--- config.mk ---
export PLATFORM = sky130hd
export DESIGN_NAME = mmu_port_arbiter
export DESIGN_NICKNAME = d
export VERILOG_FILES = /design/src/rtl/mmu_port_arbiter.sv
export SDC_FILE = /design/constraint.sdc
export NUM_CORES = 1
export LEC_CHECK = 0
export CAP_MARGIN = 30
export CORE_ASPECT_RATIO = 1.5
export CORE_MARGIN = 10
export CORE_UTILIZATION = 30
export CTS_CLUSTER_SIZE = 8
export DETAILED_ROUTE_END_ITERATION = 16
export SYNTH_ARGS = -nofsm -noshare
export SYNTH_HDL_FRONTEND = slang
export SYNTH_SLANG_ARGS = --single-unit
--- constraint.sdc ---
create_clock -name clk -period 2.9 [get_ports clk]
set_input_delay 0.435 -clock clk [delete_from_list [all_inputs] [get_ports clk]]
set_output_delay 0.435 -clock clk [all_outputs]
set_load 0.01 [all_outputs]
--- src/rtl/mmu_port_arbiter.sv ---
// Arbitrates the single MMU data port between instruction fetch (IF) and the memory stage (DM).
// DM has fixed priority. A starvation counter forces IF through. A timeout aborts MMU transactions that hang.
module mmu_port_arbiter #(
    parameter int STARVE_LIMIT   = 4,
    parameter int TIMEOUT_CYCLES = 64
) (
    input  logic        clk,
    input  logic        reset,
    input  logic        i_if_req,
    input  logic [31:0] i_if_address,
    output logic [31:0] o_if_rdata,
    output logic        o_if_ack,
    output logic        o_if_err,
    input  logic        i_dm_req,
    input  logic [31:0] i_dm_address,
    input  logic [31:0] i_dm_wdata,
    input  logic [3:0]  i_dm_we,
    output logic [31:0] o_dm_rdata,
    output logic        o_dm_ack,
    output logic        o_dm_err,
    output logic        mmu_req,
    output logic [31:0] mmu_address,
    output logic [31:0] mmu_output_data,
    output logic [3:0]  mmu_we,
    input  logic [31:0] mmu_input_data,
    input  logic        mmu_ready,
    output logic        o_busy
);

    localparam int SW = $clog2(STARVE_LIMIT + 1);
    localparam int TW = $clog2(TIMEOUT_CYCLES + 1);

    typedef enum logic [1:0] {
        IDLE    = 2'd0,
        BUSY_IF = 2'd1,
        BUSY_DM = 2'd2,
        ACK     = 2'd3
    } state_t;

    state_t        state_q, state_d;
    logic [SW-1:0] starve_cnt_q, starve_cnt_d;
    logic [TW-1:0] tmo_cnt_q, tmo_cnt_d;
    logic          mmu_req_q, mmu_req_d;
    logic [31:0]   mmu_address_q, mmu_address_d;
    logic [31:0]   mmu_output_data_q, mmu_output_data_d;
    logic [3:0]    mmu_we_q, mmu_we_d;
    logic [31:0]   if_rdata_q, if_rdata_d;
    logic          if_ack_q, if_ack_d;
    logic          if_err_q, if_err_d;
    logic [31:0]   dm_rdata_q, dm_rdata_d;
    logic          dm_ack_q, dm_ack_d;
    logic          dm_err_q, dm_err_d;

    logic starved;
    logic grant_dm;
    logic grant_if;
    logic in_busy;
    logic tmo_hit;

    // IF wins a contended cycle only once DM has taken STARVE_LIMIT grants in a row over it.
    assign starved  = (starve_cnt_q == SW'(STARVE_LIMIT));
    assign grant_dm = (state_q == IDLE) && i_dm_req && !(i_if_req && starved);
    assign grant_if = (state_q == IDLE) && i_if_req && !grant_dm;
    assign in_busy  = (state_q == BUSY_IF) || (state_q == BUSY_DM);
    assign tmo_hit  = in_busy && !mmu_ready && (tmo_cnt_q == TW'(TIMEOUT_CYCLES - 1));

    always_ff @(posedge clk or negedge reset) begin
        if (!reset) begin
            state_q <= IDLE;
        end else begin
            state_q <= state_d;
        end
    end

    always_comb begin
        state_d = state_q;
        case (state_q)
            IDLE: begin
                if (grant_dm) begin
                    state_d = BUSY_DM;
                end else if (grant_if) begin
                    state_d = BUSY_IF;
                end
            end
            BUSY_IF, BUSY_DM: begin
                if (mmu_ready || tmo_hit) begin
                    state_d = ACK;
                end
            end
            ACK:     state_d = IDLE;
            default: state_d = IDLE;
        endcase
    end

    always_comb begin
        starve_cnt_d      = starve_cnt_q;
        tmo_cnt_d         = tmo_cnt_q;
        mmu_req_d         = mmu_req_q;
        mmu_address_d     = mmu_address_q;
        mmu_output_data_d = mmu_output_data_q;
        mmu_we_d          = mmu_we_q;
        if_rdata_d        = if_rdata_q;
        dm_rdata_d        = dm_rdata_q;
        if_ack_d          = 1'b0;
        if_err_d          = 1'b0;
        dm_ack_d          = 1'b0;
        dm_err_d          = 1'b0;

        if (grant_dm) begin
            mmu_req_d         = 1'b1;
            mmu_address_d     = i_dm_address;
            mmu_we_d          = i_dm_we;
            mmu_output_data_d = (i_dm_we == 4'b0000) ? 32'h0 : i_dm_wdata;
            tmo_cnt_d         = '0;
            if (!i_if_req) begin
                starve_cnt_d = '0;
            end else if (!starved) begin
                starve_cnt_d = starve_cnt_q + SW'(1);
            end
        end else if (grant_if) begin
            mmu_req_d         = 1'b1;
            mmu_address_d     = i_if_address;
            mmu_we_d          = 4'b0000;
            mmu_output_data_d = 32'h0;
            tmo_cnt_d         = '0;
            starve_cnt_d      = '0;
        end else if (in_busy) begin
            tmo_cnt_d = tmo_cnt_q + TW'(1);
            if (mmu_ready) begin
                mmu_req_d         = 1'b0;
                mmu_we_d          = 4'b0000;
                mmu_output_data_d = 32'h0;
                if (state_q == BUSY_IF) begin
                    if_rdata_d = mmu_input_data;
                    if_ack_d   = 1'b1;
                end else begin
                    dm_rdata_d = mmu_input_data;
                    dm_ack_d   = 1'b1;
                end
            end else if (tmo_hit) begin
                // Abort: report the error with zeroed data so the requester never consumes stale bits.
                mmu_req_d = 1'b0;
                mmu_we_d  = 4'b0000;
                if (state_q == BUSY_IF) begin
                    if_rdata_d = 32'h0;
                    if_ack_d   = 1'b1;
                    if_err_d   = 1'b1;
                end else begin
                    dm_rdata_d = 32'h0;
                    dm_ack_d   = 1'b1;
                    dm_err_d   = 1'b1;
                end
            end
        end
    end

    always_ff @(posedge clk or negedge reset) begin
        if (!reset) begin
            starve_cnt_q      <= '0;
            tmo_cnt_q         <= '0;
            mmu_req_q         <= 1'b0;
            mmu_address_q     <= 32'h0;
            mmu_output_data_q <= 32'h0;
            mmu_we_q          <= 4'b0000;
            if_rdata_q        <= 32'h0;
            if_ack_q          <= 1'b0;
            if_err_q          <= 1'b0;
            dm_rdata_q        <= 32'h0;
            dm_ack_q          <= 1'b0;
            dm_err_q          <= 1'b0;
        end else begin
            starve_cnt_q      <= starve_cnt_d;
            tmo_cnt_q         <= tmo_cnt_d;
            mmu_req_q         <= mmu_req_d;
            mmu_address_q     <= mmu_address_d;
            mmu_output_data_q <= mmu_output_data_d;
            mmu_we_q          <= mmu_we_d;
            if_rdata_q        <= if_rdata_d;
            if_ack_q          <= if_ack_d;
            if_err_q          <= if_err_d;
            dm_rdata_q        <= dm_rdata_d;
            dm_ack_q          <= dm_ack_d;
            dm_err_q          <= dm_err_d;
        end
    end

    assign mmu_req         = mmu_req_q;
    assign mmu_address     = mmu_address_q;
    assign mmu_output_data = mmu_output_data_q;
    assign mmu_we          = mmu_we_q;
    assign o_if_rdata      = if_rdata_q;
    assign o_if_ack        = if_ack_q;
    assign o_if_err        = if_err_q;
    assign o_dm_rdata      = dm_rdata_q;
    assign o_dm_ack        = dm_ack_q;
    assign o_dm_err        = dm_err_q;
    assign o_busy          = (state_q != IDLE);

endmodule

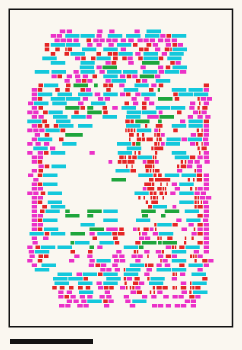
cell_classes.png
Scale bar: 50 µm.
[green] clock drivers and dummy loads | cells: 32
[magenta] other buffers and delay cells | cells: 287
[cyan] flops | cells: 149
[red] all other logic | cells: 271

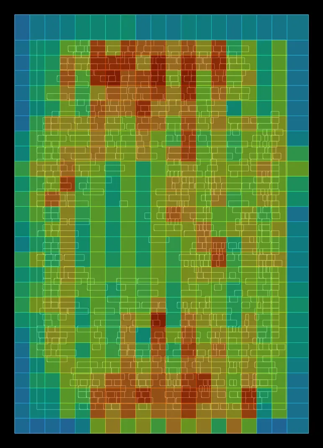
final_congestion.png
Final Util: 49.60%
GR Util met3: 4.756%

==> results.py <==
# Physical implementation metrics
metrics = {
    "layout": {
        "lay_top_cells": "clkdlybuf4s50_1 (273), dfrtp_1 (149), a22o_1 (100)",
        "biggestCellCategory": "sequential cells",
        "fillers": 1733,
        "seq_share_pct": 39.24,
        "layout.nonclk_buf_share_pct": 30.16,
        "nClkBuffers": 18,
        "final_common_cell": "clkdlybuf4s50_1",
    },
    "worst_setup_path": {
        "path_max_fanout": 6,
        "cp_cell_sequence": "inv_1, ha_1, inv_2, clkdlybuf4s50_1",
        "r2r_cells": 6,
        "crit_end": "o_busy",
        "path_depth": 4,
        "critPathArrivalTime_ns": 1.82,
        "crit_buf_inv": 3,
        "regToRegEndpoint": "mmu_address[16]",
    },
    "synth": {
        "yosys_area_um2": 5851,
        "edf_count": 0,
        "ys_sh_xor_pct": 0.5988,
        "synth.avg_cell_area_um2": 12.94,
        "postSynthSeqShare_pct": 63.73,
        "synth-main-ff-cell": "dfrtp_1",
        "synth_nets": 595,
        "ys_cells": 452,
        "syn_inst": 452,
        "syn_area_um2": 5851,
        "aoi_share_pct": 20.44,
    },
    "grt": {
        "grt_start_max_net_pins": 77,
        "grt_overflow": 0,
        "antenna_found_initial": 3,
    },
    "clock_network": {
        "cts_hold_buf": 0,
        "clock_sinks": 149,
        "cts_made_buffers": 17,
        "tritoncts": "built",
    },
    "die": {
        "die-area_um2": 25600,
        "nWellTaps": 256,
        "die_y_um": 191.0,
        "core_area_um2": 19160,
    },
    "place": {
        "post-dp-hpwl_mm": 14.89,
        "port-buffer-count": 274,
        "placed_area_um2": 8899,
    },
    "timing": {
        "finalMaxSlewViolations": 0,
        "setup_viol": 0,
        "fin_worst_skew_ns": 0.01201,
    },
    "power_and_ir_drop": {
        "powerComb_mw": 4.94,
        "netSwitchingFraction_pct": 34.44,
        "internal-power_mw": 7.061,
        "pwr-share-comb_pct": 45.9,
    },
    "routing": {
        "vias": 4765,
    },
    "run_status": {
        "status": "finished, final reports clean",
    },
}
## worst min-delay path by stage
| stage | end | slack, ns | cells past startpoint |
|---|---|---|---|
| 2_1_floorplan | mmu_address[0] | 0.14 | 0 |
| 3_3_place_gp | mmu_req | 0.47 | 1 |
| 3_5_place_dp | mmu_output_data[1] | 0.48 | 1 |
| 4_1_cts | o_dm_rdata[28] | 0.06 | 1 |
| 5_1_grt | o_dm_rdata[28] | 0.07 | 1 |
| 6_report | o_dm_rdata[29] | 0.02 | 1 |
## metal layers
metal / track usage, % / part of all wire [%]
met5: 0 / 0
met4: 7.347 / 2.9
met3: 4.756 / 5.7
met2: 27.47 / 54
met1: 15.90 / 38
No activity file was given, so power comes from the tool's default toggle rates.
